### Placed cells, one color a class, run 1

Drawn at 4 px/um. Fill, decap, tap and diode cells in gray.
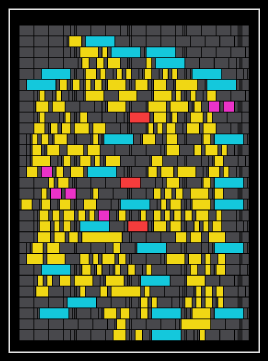
### Routed clock nets over the placement, run 1

Drawn at 6 px/um.
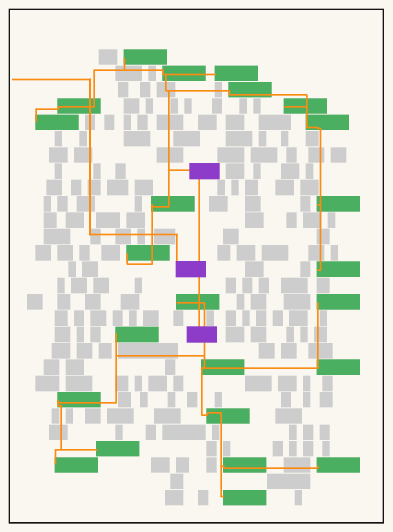
### The metal 2 layer, run 1

Drawn at 6 px/um. Cells faint in the background.
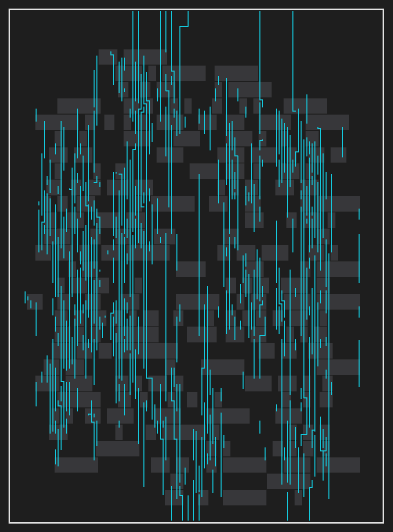
### Clock wiring as the flow saved it, run 1

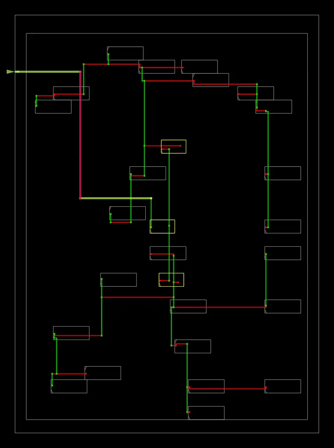
<file path="src/rtl/mac_seq_ctrl.sv">
// Dot-product sequencer: streams (x, w) pairs through a 2x2-bit multiplier and
// accumulates the products of one job into a saturating signed accumulator.

module mult (
  input  logic [1:0]        x,
  input  logic [1:0]        w,
  output logic signed [3:0] p
);
  logic signed [3:0] xs;
  logic signed [3:0] ws;

  // x is unsigned 0..3, w is signed -2..1; the product always fits 4 bits.
  assign xs = {2'b00, x};
  assign ws = {{2{w[1]}}, w};
  assign p  = xs * ws;
endmodule

module mac_seq_ctrl #(
  parameter int LEN_W = 8,
  parameter int ACC_W = 8
) (
  input  logic                    clk,
  input  logic                    rst_n,
  input  logic                    start,
  input  logic [LEN_W-1:0]        len,
  output logic                    busy,
  input  logic                    in_valid,
  output logic                    in_ready,
  input  logic [1:0]              x,
  input  logic [1:0]              w,
  output logic                    out_valid,
  input  logic                    out_ready,
  output logic signed [ACC_W-1:0] result,
  output logic                    sat,
  output logic [1:0]              state_dbg
);

  typedef enum logic [1:0] {
    IDLE  = 2'd0,
    RUN   = 2'd1,
    DRAIN = 2'd2,
    DONE  = 2'd3
  } state_t;

  localparam logic [ACC_W-1:0] ACC_MAX = {1'b0, {(ACC_W-1){1'b1}}};
  localparam logic [ACC_W-1:0] ACC_MIN = {1'b1, {(ACC_W-1){1'b0}}};

  state_t                   state;
  logic [LEN_W-1:0]         remaining;
  logic signed [3:0]        prod;
  logic signed [3:0]        mult_p;
  logic                     p_valid;
  logic signed [ACC_W-1:0]  acc;
  logic                     sat_r;
  logic [ACC_W:0]           sum;
  logic                     ovf_hi;
  logic                     ovf_lo;
  logic [ACC_W-1:0]         acc_sat;

  mult u_mult (
    .x (x),
    .w (w),
    .p (mult_p)
  );

  // Handshakes: a transfer happens at a rising edge where valid and ready are
  // both high; valid never waits on ready, and ready depends only on state.
  assign busy      = (state != IDLE);
  assign in_ready  = (state == RUN);
  assign out_valid = (state == DONE);
  assign result    = acc;
  assign sat       = sat_r;
  assign state_dbg = state;

  // One guard bit catches overflow; the two top bits disagree only on overflow.
  always_comb begin
    sum     = {acc[ACC_W-1], acc} + {{(ACC_W-3){prod[3]}}, prod};
    ovf_hi  = ~sum[ACC_W] &  sum[ACC_W-1];
    ovf_lo  =  sum[ACC_W] & ~sum[ACC_W-1];
    acc_sat = sum[ACC_W-1:0];
    if (ovf_hi) acc_sat = ACC_MAX;
    if (ovf_lo) acc_sat = ACC_MIN;
  end

  always_ff @(posedge clk) begin
    if (!rst_n) begin
      state     <= IDLE;
      remaining <= '0;
      prod      <= '0;
      p_valid   <= 1'b0;
      acc       <= '0;
      sat_r     <= 1'b0;
    end else begin
      if (p_valid && (state == RUN || state == DRAIN)) begin
        acc <= acc_sat;
        if (ovf_hi || ovf_lo) sat_r <= 1'b1;
      end

      case (state)
        IDLE: begin
          p_valid <= 1'b0;
          if (start) begin
            acc   <= '0;
            sat_r <= 1'b0;
            if (len != '0) begin
              remaining <= len;
              state     <= RUN;
            end else begin
              state <= DONE;
            end
          end
        end
        RUN: begin
          if (in_valid) begin
            prod      <= mult_p;
            p_valid   <= 1'b1;
            remaining <= remaining - LEN_W'(1);
            if (remaining == LEN_W'(1)) state <= DRAIN;
          end else begin
            p_valid <= 1'b0;
          end
        end
        DRAIN: begin
          p_valid <= 1'b0;
          state   <= DONE;
        end
        DONE: begin
          if (out_ready) state <= IDLE;
        end
        default: state <= IDLE;
      endcase
    end
  end

endmodule

</file>
<file path="config.mk">
export PLATFORM = sky130hd
export DESIGN_NAME = mac_seq_ctrl
export DESIGN_NICKNAME = d
export VERILOG_FILES = /design/src/rtl/mac_seq_ctrl.sv
export SDC_FILE = /design/constraint.sdc
export NUM_CORES = 1
export LEC_CHECK = 0
export CAP_MARGIN = 20
export CELL_PAD_IN_SITES_DETAIL_PLACEMENT = 1
export CELL_PAD_IN_SITES_GLOBAL_PLACEMENT = 2
export CORE_ASPECT_RATIO = 1.4
export CORE_MARGIN = 2
export CORE_UTILIZATION = 37
export DETAILED_ROUTE_END_ITERATION = 8
export DONT_BUFFER_PORTS = 1
export PLACE_DENSITY_LB_ADDON = 0.25
export SYNTH_ARGS = -nofsm -noshare
export SYNTH_HDL_FRONTEND = slang
export SYNTH_HIERARCHICAL = 1
export SYNTH_SLANG_ARGS = --single-unit
</file>
<file path="constraint.sdc">
create_clock -name clk -period 3.01 [get_ports clk]
set_clock_uncertainty 0.2 [all_clocks]
set_input_delay 0.4515 -clock clk [delete_from_list [all_inputs] [get_ports clk]]
set_output_delay 0.4515 -clock clk [all_outputs]
set_load 0.005 [all_outputs]
</file>
==> impl_report.txt, run 1 <==
=== SYNTHESIS / PLACE & ROUTE SUMMARY ===
----------------------------------------------------
[Outcome]
  Status ........................ finished, final reports clean

[Setup path]
  Type of the worst setup path ........................ register to register
  Family with the most delay on the worst path ........................ simple AND/OR/NAND/NOR gates
  Launching element type of the critical path ........................ register
  Maximum cell stage delay along the critical path ........................ 0.39 ns
  Critical path endpoint category ........................ register
  Data required time of the worst path ........................ approximately 3.0 ns
  Buf/Inv on CP ........................ 0
  Arr. time, crit path ........................ 2.79 ns
  Worst path slowest cell ........................ sky130_fd_sc_hd__dfxtp_1
  Crit-path max FO ........................ 6

[Final layout]
  Layout cells sized above 1 ........................ under 10%
  Most common logic cell in the routed design ........................ sky130_fd_sc_hd__dfxtp_1
  Fill cell count ........................ about 560
  Layout net count ........................ about 250
  Area grow syn2layout ........................ 7.80%
  Top cells excl fill/tap ........................ 24 x sky130_fd_sc_hd__dfxtp_1, 21 x sky130_fd_sc_hd__a21oi_1, 20 x sky130_fd_sc_hd__nand2_1, 17 x sky130_fd_sc_hd__ha_1, 16 x sky130_fd_sc_hd__nor2_1
  Total non-filler cell area in the finished layout ........................ between 1500 and 2000 sq um
  Final Core Density ........................ approximately two fifths

[Power and ir drop]
  Total leakage power ........................ slightly above 0.7 nW
  Fraction of power consumed by the clock network ........................ a little over an eighth
  Power density cells ........................ between 700 and 800 nW/um^2
  Internal power contribution ........................ 810 uW
  Total power ........................ about 1.5 mW
  Sequential cell fraction of total power ........................ 32.0%
  Total combinational power ........................ just over 800 uW
  Switching power summed over all nets ........................ roughly 670 uW
  Net Sw Frac ........................ around 45%
  Highest ir drop seen on vdd ........................ approximately 370 uV
  Largest Pwr Group ........................ combinational logic

[Detailed routing]
  Initial drt markers ........................ 31
  Routed Wire Length ........................ about 4600 um
  Via density per instance ........................ a little under 6
  Total DRC errors in the routed layout ........................ 0
  Count of antenna-violating nets left after detailed routing ........................ 0
  Vias after detailed routing ........................ approximately 1.6k
  Average wire per cell in the routed design ........................ ~17 um

[Logic synthesis]
  Yosys cell types ........................ between 40 and 50
  Largest type area fraction ........................ 27.5%
  Synthesized instance count ........................ roughly 210
  Async SR Flop Fraction ........................ 0%
  Largest area contributor in the netlist ........................ sky130_fd_sc_hd__dfxtp_1
  Cell Area, Synth ........................ 1750 sq um
  Post-synth net total ........................ between 200 and 250
  List of most frequent post-synthesis cells ........................ 24 x sky130_fd_sc_hd__dfxtp_1, 21 x sky130_fd_sc_hd__a21oi_1, 20 x sky130_fd_sc_hd__nand2_1
  Share of synthesized area occupied by flip-flops and latches ........................ a little over a quarter
  Number of synthesized register bits ........................ 24
  Top cells by area, synth ........................ sky130_fd_sc_hd__dfxtp_1 27%, sky130_fd_sc_hd__ha_1 13%, sky130_fd_sc_hd__a21oi_1 6.0%, sky130_fd_sc_hd__nand2_1 4.3%, sky130_fd_sc_hd__nor2_1 3.4%
  Per-instance average area after synthesis ........................ between 8 and 9 sq um
  Summed standard-cell area reported by yosys ........................ about 1700 sq um
  Yosys Instances ........................ roughly 210
  Yosys warning total ........................ 6

[Floorplanning]
  IO Pins ........................ 31
  Die Span X ........................ just over 60 um
  Total core area ........................ roughly 4500 sq um
  Pre-Place Util ........................ between 30% and 40%
  Vert. Die Dim ........................ 85.4 um
  Site row count ........................ 29

[STA]
  Final count of pins violating max slew ........................ 0
  Final Hold Viols ........................ 0
  Setup violators final ........................ 0
  Minimum period implied by the final worst setup slack ........................ around 2.8 ns
  TNS Setup ........................ 0 ns
  Worst-case headroom to the max-slew limit ........................ roughly two thirds
  Final worst slack ........................ between 0.2 and 0.25 ns
  Upper clock frequency limit ........................ around 360 MHz
  Worst hold margin ........................ ~0.12 ns

[Placed design]
  Final estimated routing congestion in global placement ........................ 0.879
  Number of instances in the placed design ........................ roughly 270
  Worst slack after detailed placement ........................ 0.185 ns
  # port buffers ........................ 0

[Clock tree]
  Buffer depth of the longest clock path ........................ 2
  Quantity of gates resized following cts ........................ 0
  Number of hold-repair buffers added at the cts stage ........................ 0
  Setup repair bufs after CTS ........................ 0
  Count of H-tree levels built during CTS ........................ 1
  Clock tree from TritonCTS ........................ built
  CTS sink cnt ........................ 24

[Job]
  Max_cap viols ........................ 0
  Count of warning messages emitted by the tools ........................ 32

[Global routing]
  Pin count of the biggest net entering global routing ........................ 15
  Via count of the first global-routing pass ........................ ~1.7k

[Hold path]
  Class of the tightest hold or removal check ........................ input port to register

----------------------------------------------------
About 'Placed cells, one color a class':
| color | class | cells |
|---|---|---|
| cyan | flops | 24 |
| red | cells driving clock nets | 3 |
| yellow | all other logic | 179 |
| magenta | other buffers and delay cells | 6 |

About 'Routed clock nets over the placement':
[purple] cells driving clock nets | count: 3
[green] flip-flops | count: 24
[orange] clock wires | length: 383 um
flops lie: widely spread

About 'The metal 2 layer':
main direction: vertical
wire length on this layer: 2,490 um

About 'Clock wiring as the flow saved it':
Inserted Clock Buffers: 3
Skew-Pair Late Insertion Delay: 0.27 ns
clock network power consumption: 197 uW

-- run 1: logic make-up (layout without fill, tap and decap cells) --
logic type,count (synthesis),count (layout),synth area share [%]
adders and majority gates,20,20,15.2
AOI/OAI and AO/OA,64,64,26.5
DFF,24,24,27.5
and+or+nand+nor,72,72,21.1
muxes,3,3,1.79
xor gates and xnor gates,7,7,3.51
buffers and inverters,21,22,4.51
-- run 1: worst paths after layout --
kind,start,slack (ns),endpoint,depth (start not counted)
setup / recovery,prod[3],0.22,result[4],9
hold / removal,rst_n,0.12,remaining[0],1
setup reg to reg,prod[3],0.22,result[4],9
hold reg to reg,prod[0],0.27,prod[0],2
-- run 1: worst register-to-register path: stages, from the launching register on --
cell and delay (ns):
sky130_fd_sc_hd__dfxtp_1 0.39, sky130_fd_sc_hd__ha_1 0.39, sky130_fd_sc_hd__nand3_1 0.14, sky130_fd_sc_hd__o2111ai_1 0.22
sky130_fd_sc_hd__o211ai_1 0.19, sky130_fd_sc_hd__xnor2_1 0.17, sky130_fd_sc_hd__ha_1 0.27, sky130_fd_sc_hd__or2_2 0.34
sky130_fd_sc_hd__or2_2 0.29, sky130_fd_sc_hd__o21ai_0 0.13
-- run 1: per-layer routing --
metal | wire length, um | track usage [%] | up-vias
met4 | 87 | 7.47 | 0
met5 | 0 | 0 | -
met3 | 128 | 2.39 | 6
li1 | - | - | 789
met1 | 1890 | 18.9 | 773
met2 | 2490 | 35.4 | 33
-- run 1: registers in the layout, summed over array words and instances, names as in the netlist --
name       flops
remaining      8
result         8
prod           4
state_dbg      2
p_valid        1
sat            1
-- run 1: area by class of cell --
type                       instances  area [sq um]  area share, %
multi-input combinational        166          1190           63.2
sequential                        24           480           25.5
tap                               62          77.6           4.11
inverter                          13          48.8           2.59
timing repair buffer               6          45.0           2.39
clock buffer                       3          41.3           2.19
## Run 2: what changed since run 1
ABC_CLOCK_PERIOD_IN_PS = 3010   (was default)
==> impl_report.txt, run 2 <==
=== SYNTHESIS / PLACE & ROUTE SUMMARY ===
----------------------------------------------------
[Power and ir drop]
  Highest ir drop seen on vdd ........................ between 300 and 400 uV
  Fraction of power consumed by the clock network ........................ 13.3%
  Sequential cell fraction of total power ........................ about a third
  Net Sw Frac ........................ a little under half
  Internal power contribution ........................ around 810 uW
  Total leakage power ........................ a little over 0.7 nW
  Total power ........................ 1.48 mW
  Switching power summed over all nets ........................ around 670 uW

[Setup path]
  Data required time of the worst path ........................ around 3 ns
  Number of cell instances on the worst register-to-register path ........................ 9
  Type of the worst setup path ........................ register to register
  Arr. time, crit path ........................ 2.79 ns
  Maximum cell stage delay along the critical path ........................ between 0.3 and 0.4 ns
  Critical path endpoint category ........................ register
  Buf/Inv on CP ........................ 0
  Family with the most delay on the worst path ........................ simple AND/OR/NAND/NOR gates
  Critical Path Stages ........................ 9

[Logic synthesis]
  Area fraction in mux cells ........................ about 1.8%
  Largest area contributor in the netlist ........................ sky130_fd_sc_hd__dfxtp_1
  AND-OR/OR-AND share of the synthesized area ........................ roughly a quarter
  Cell Area, Synth ........................ ~1700 sq um
  Largest type area fraction ........................ a little over a quarter
  Summed standard-cell area reported by yosys ........................ between 1500 and 2000 sq um
  XOR/XNOR Area Share ........................ under 10%
  Per-instance average area after synthesis ........................ 8.29 sq um
  Top cells by area, synth ........................ sky130_fd_sc_hd__dfxtp_1 27%, sky130_fd_sc_hd__ha_1 13%, sky130_fd_sc_hd__a21oi_1 6.0%, sky130_fd_sc_hd__nand2_1 4.3%, sky130_fd_sc_hd__nor2_1 3.4%
  Post-synth net total ........................ roughly 250
  Yosys cell types ........................ approximately 47
  Yosys Instances ........................ approximately 210
  Share of synthesized area occupied by flip-flops and latches ........................ a little over a quarter
  Yosys warning total ........................ 6
  Number of synthesized register bits ........................ 24
  Synthesized instance count ........................ around 210
  Post-Synth Adder-Cell Area ........................ between 10% and 20%
  Largest family of logic cells by area ........................ AND-OR/OR-AND gates
  List of most frequent post-synthesis cells ........................ 24 x sky130_fd_sc_hd__dfxtp_1, 21 x sky130_fd_sc_hd__a21oi_1, 20 x sky130_fd_sc_hd__nand2_1

[Detailed routing]
  Vias after detailed routing ........................ 1,601
  Average wire per cell in the routed design ........................ approximately 17 um
  Via density per instance ........................ around 6
  Initial drt markers ........................ 31
  Count of antenna-violating nets left after detailed routing ........................ 0

[STA]
  Final worst slack ........................ approximately 0.22 ns
  Setup violators final ........................ 0
  Worst-case headroom to the max-slew limit ........................ 65.9%
  Worst hold margin ........................ around 0.12 ns
  Final count of pins violating max slew ........................ 0
  Minimum period implied by the final worst setup slack ........................ approximately 2.8 ns
  Final Hold Viols ........................ 0
  TNS Setup ........................ 0 ns

[Clock tree]
  Number of hold-repair buffers added at the cts stage ........................ 0
  Inserted Clock Buffers ........................ 3
  Setup repair bufs after CTS ........................ 0
  Clock tree from TritonCTS ........................ built
  Quantity of gates resized following cts ........................ 0
  CTS sink cnt ........................ 24
  Buffer depth of the longest clock path ........................ 2
  Count of H-tree levels built during CTS ........................ 1

[Floorplanning]
  Vert. Die Dim ........................ approximately 85 um
  Die Span X ........................ about 62 um
  Pre-Place Util ........................ roughly 39%
  Total core area ........................ approximately 4500 sq um

[Final layout]
  Area grow syn2layout ........................ 7.80%
  Layout net count ........................ between 200 and 300
  Layout cells sized above 1 ........................ 9.91%
  Top cells excl fill/tap ........................ 24 x sky130_fd_sc_hd__dfxtp_1, 21 x sky130_fd_sc_hd__a21oi_1, 20 x sky130_fd_sc_hd__nand2_1, 17 x sky130_fd_sc_hd__ha_1, 16 x sky130_fd_sc_hd__nor2_1
  Total non-filler cell area in the finished layout ........................ between 1500 and 2000 sq um
  Most common logic cell in the routed design ........................ sky130_fd_sc_hd__dfxtp_1
  Fill cell count ........................ approximately 560

[Global routing]
  Pin count of the biggest net entering global routing ........................ 15
  Via count of the first global-routing pass ........................ ~1.7k

[Placed design]
  Worst slack after detailed placement ........................ 0.185 ns
  # port buffers ........................ 0

[Job]
  Count of warning messages emitted by the tools ........................ 32
  Max_cap viols ........................ 0

[Hold path]
  Number of cells on the worst hold path ........................ 1
  Class of the tightest hold or removal check ........................ input port to register

[Outcome]
  Status ........................ finished, final reports clean

----------------------------------------------------
## run 2: cell counts in the layout (fill, tap and decap cells not counted)
No cell type changed its count.
## run 2: logic make-up (layout without fill, tap and decap cells)
family,count (synthesis),count (layout)
DFF,24,24
and+or+nand+nor,72,72
AOI/OAI and AO/OA,64,64
adders and majority gates,20,20
buffers and inverters,21,22
xor gates and xnor gates,7,7
muxes,3,3
## run 2: metrics by stage
step	std cells	utilization, %
final	274	41.6
after global routing	274	41.6
after CTS	274	41.5
after detailed placement	271	40.6
after global placement	271	40.6
after floorplan	211	-
## run 2: path summary, 6_finish.rpt
kind	from	to	slack [ns]
worst max-delay path	prod[3]	result[4]	0.22
worst min register to register	prod[0]	prod[0]	0.27
worst max register to register	prod[3]	result[4]	0.22
worst min-delay path	rst_n	remaining[0]	0.12
## run 2: routing by layer
metal | global-route usage, % | routed length, um | vias up
li1 | - | - | 789
met1 | 18.9 | 1890 | 773
met5 | 0 | 0 | -
met3 | 2.39 | 128 | 6
met4 | 7.47 | 87 | 0
met2 | 35.4 | 2490 | 33
## run 2: layout make-up
| type | count | area, sq um | area share (%) |
|---|---|---|---|
| Clock buffer | 3 | 41.3 | 2.19 |
| Inverter | 13 | 48.8 | 2.59 |
| Tap cell | 62 | 77.6 | 4.11 |
| Timing Repair Buffer | 6 | 45.0 | 2.39 |
| Sequential cell | 24 | 480 | 25.5 |
| Multi-Input combinational cell | 166 | 1190 | 63.2 |
## run 2: power by group through the flow
stage | clock network (mW) | registers [mW] | logic (mW)
2_1_floorplan | 0 | 0.453 | 0.604
3_3_place_gp | 0 | 0.476 | 0.787
3_5_place_dp | 0 | 0.479 | 0.803
4_1_cts | 0.204 | 0.473 | 0.807
5_1_grt | 0.214 | 0.484 | 0.899
6_report | 0.197 | 0.475 | 0.810
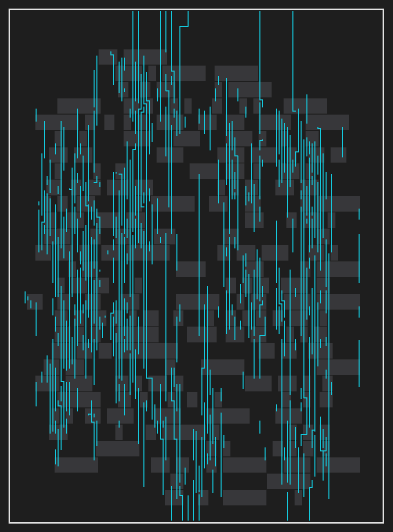
*The metal 2 layer, run 2*
Drawn at 6 px/um. Cells faint in the background.
longest straight run: 45.7 um
main direction: vertical

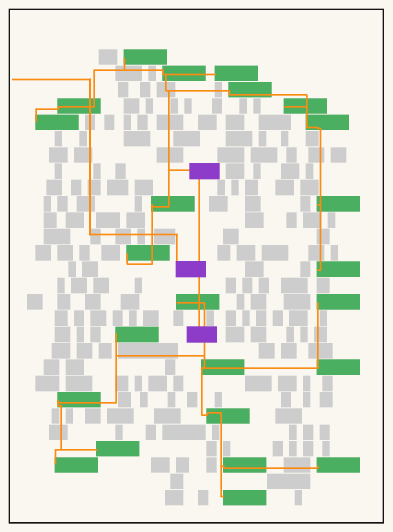
*Routed clock nets over the placement, run 2*
Drawn at 6 px/um.
[green] flip-flops | count: 24
[purple] cells driving clock nets | count: 3
[orange] clock wires | length: 383 um
routed clock nets: 4

## Run 3: what changed since run 2
SLEW_MARGIN = 20   (was default)
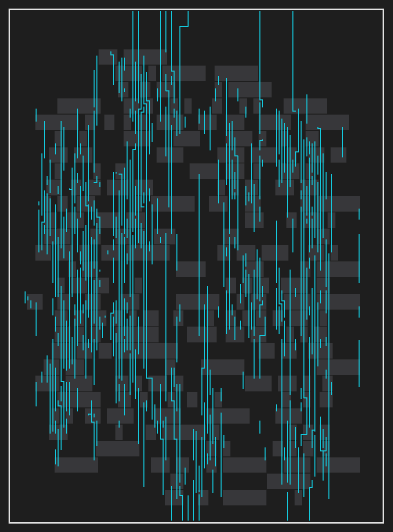
*The metal 2 layer, run 3*
Drawn at 6 px/um. Cells faint in the background.
nets with wire on the layer: 217
longest straight run: 45.7 um
wire length on this layer: 2,490 um
share of all routed wire: 54%

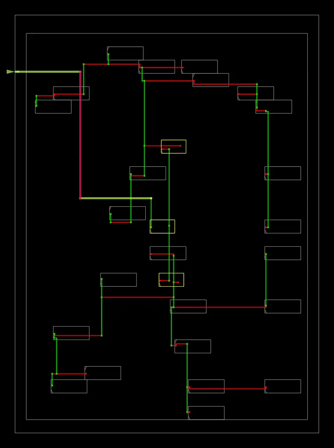
*Clock wiring as the flow saved it, run 3*
CTS sink cnt: 24
number of sequential storage elements: 24

==> impl_report.txt, run 3 <==
=== SYNTHESIS / PLACE & ROUTE SUMMARY ===
----------------------------------------------------
[Clock tree]
  Inserted Clock Buffers ........................ 3
  Setup repair bufs after CTS ........................ 0
  Buffer depth of the longest clock path ........................ 2
  Count of H-tree levels built during CTS ........................ 1
  Skew-Pair Late Insertion Delay ........................ ~0.27 ns
  Clock tree from TritonCTS ........................ built

[Detailed routing]
  Vias after detailed routing ........................ between 1.5k and 2k
  Via density per instance ........................ a little under 6
  Initial drt markers ........................ 31
  Count of antenna-violating nets left after detailed routing ........................ 0
  Routed Wire Length ........................ roughly 4600 um
  Total DRC errors in the routed layout ........................ 0
  Average wire per cell in the routed design ........................ 16.8 um

[STA]
  TNS Setup ........................ 0 ns
  Final worst slack ........................ 0.219 ns
  Upper clock frequency limit ........................ 358 MHz
  Final count of pins violating max slew ........................ 0
  Setup violators final ........................ 0

[Floorplanning]
  Vert. Die Dim ........................ 85.4 um
  IO Pins ........................ 31
  Site row count ........................ 29

[Job]
  Count of warning messages emitted by the tools ........................ 32
  Max_cap viols ........................ 0

[Logic synthesis]
  Share of synthesized area occupied by flip-flops and latches ........................ a little over a quarter
  Yosys cell types ........................ between 40 and 50
  Number of synthesized register bits ........................ 24
  AND-OR/OR-AND share of the synthesized area ........................ 26.5%
  Per-instance average area after synthesis ........................ just over 8 sq um
  Synthesized instance count ........................ 211
  Yosys Instances ........................ 211
  Async SR Flop Fraction ........................ 0%
  Post-Synth Adder-Cell Area ........................ ~15%
  XOR/XNOR Area Share ........................ 3.51%
  Largest family of logic cells by area ........................ AND-OR/OR-AND gates
  List of most frequent post-synthesis cells ........................ 24 x sky130_fd_sc_hd__dfxtp_1, 21 x sky130_fd_sc_hd__a21oi_1, 20 x sky130_fd_sc_hd__nand2_1
  Area fraction in mux cells ........................ roughly 1.8%
  Post-synth net total ........................ ~250
  Largest type area fraction ........................ a little over a quarter
  Cell Area, Synth ........................ approximately 1700 sq um

[Placed design]
  # port buffers ........................ 0
  Final estimated routing congestion in global placement ........................ just under 0.9

[Setup path]
  Launching element type of the critical path ........................ register
  Maximum cell stage delay along the critical path ........................ just under 0.4 ns
  Type of the worst setup path ........................ register to register
  Register-to-register path setup slack ........................ around 0.22 ns
  Data required time of the worst path ........................ 3.01 ns
  Critical path endpoint category ........................ register
  Family with the most delay on the worst path ........................ simple AND/OR/NAND/NOR gates

[Final layout]
  Most common logic cell in the routed design ........................ sky130_fd_sc_hd__dfxtp_1
  Top cells excl fill/tap ........................ 24 x sky130_fd_sc_hd__dfxtp_1, 21 x sky130_fd_sc_hd__a21oi_1, 20 x sky130_fd_sc_hd__nand2_1, 17 x sky130_fd_sc_hd__ha_1, 16 x sky130_fd_sc_hd__nor2_1
  Layout net count ........................ 251
  Layout cells sized above 1 ........................ around a tenth
  Total non-filler cell area in the finished layout ........................ about 1900 sq um

[Global routing]
  Global route hottest layer ........................ met2
  Met3 Resource Use GR ........................ approximately 2.4%
  Pin count of the biggest net entering global routing ........................ 15

[Outcome]
  Status ........................ finished, final reports clean

[Hold path]
  Class of the tightest hold or removal check ........................ input port to register

----------------------------------------------------
[run 3: kinds of logic after synthesis]
logic type | after synthesis
and+or+nand+nor | 72
adders and majority gates | 20
xor gates and xnor gates | 7
DFF | 24
AOI/OAI and AO/OA | 64
buffers and inverters | 21
muxes | 3
[run 3: stage by stage]
| stage | cells | total power, mW | util, % | hold slack [ns] |
|---|---|---|---|---|
| 2_1_floorplan | 211 | 1.06 | - | 0.239 |
| 3_3_place_gp | 271 | 1.26 | 40.6 | 0.257 |
| 3_5_place_dp | 271 | 1.28 | 40.6 | 0.267 |
| 4_1_cts | 274 | 1.48 | 41.5 | 0.111 |
| 5_1_grt | 274 | 1.60 | 41.6 | 0.113 |
| 6_report | 274 | 1.48 | 41.6 | 0.119 |
[run 3: what timing repair did]
item                                    in CTS  in global routing
endpoints found under the setup margin       0                  2
hold buffers                                 0                  0
endpoints found under the hold margin        0                  0
gates resized                                0                  1
[run 3: power by group]
| part | internal, mW | total (mW) | switching (mW) |
|---|---|---|---|
| registers | 0.384 | 0.475 | 0.0903 |
| logic | 0.336 | 0.810 | 0.475 |
| clock network | 0.0896 | 0.197 | 0.107 |
[run 3: cell type report]
cell class / instances / area [sq um]
Tap cell: 62 / 77.6
Fill cell: 563 / 2650
Sequential cell: 24 / 480
Inverter: 13 / 48.8
Multi-Input combinational cell: 166 / 1190
Clock buffer: 3 / 41.3
Timing Repair Buffer: 6 / 45.0
[run 3: routing by layer]
metal	vias to the layer above	part of all wire (%)
li1	789	-
met1	773	41
met2	33	54
met3	6	2.8
met4	0	1.9
met5	-	0
[run 3: path summary, 6_finish.rpt]
check	from	end	depth (start not counted)
hold / removal	rst_n	remaining[0]	1
hold reg to reg	prod[0]	prod[0]	2
setup / recovery	prod[3]	result[4]	9
setup reg to reg	prod[3]	result[4]	9
Power and IR drop assume default switching activity.
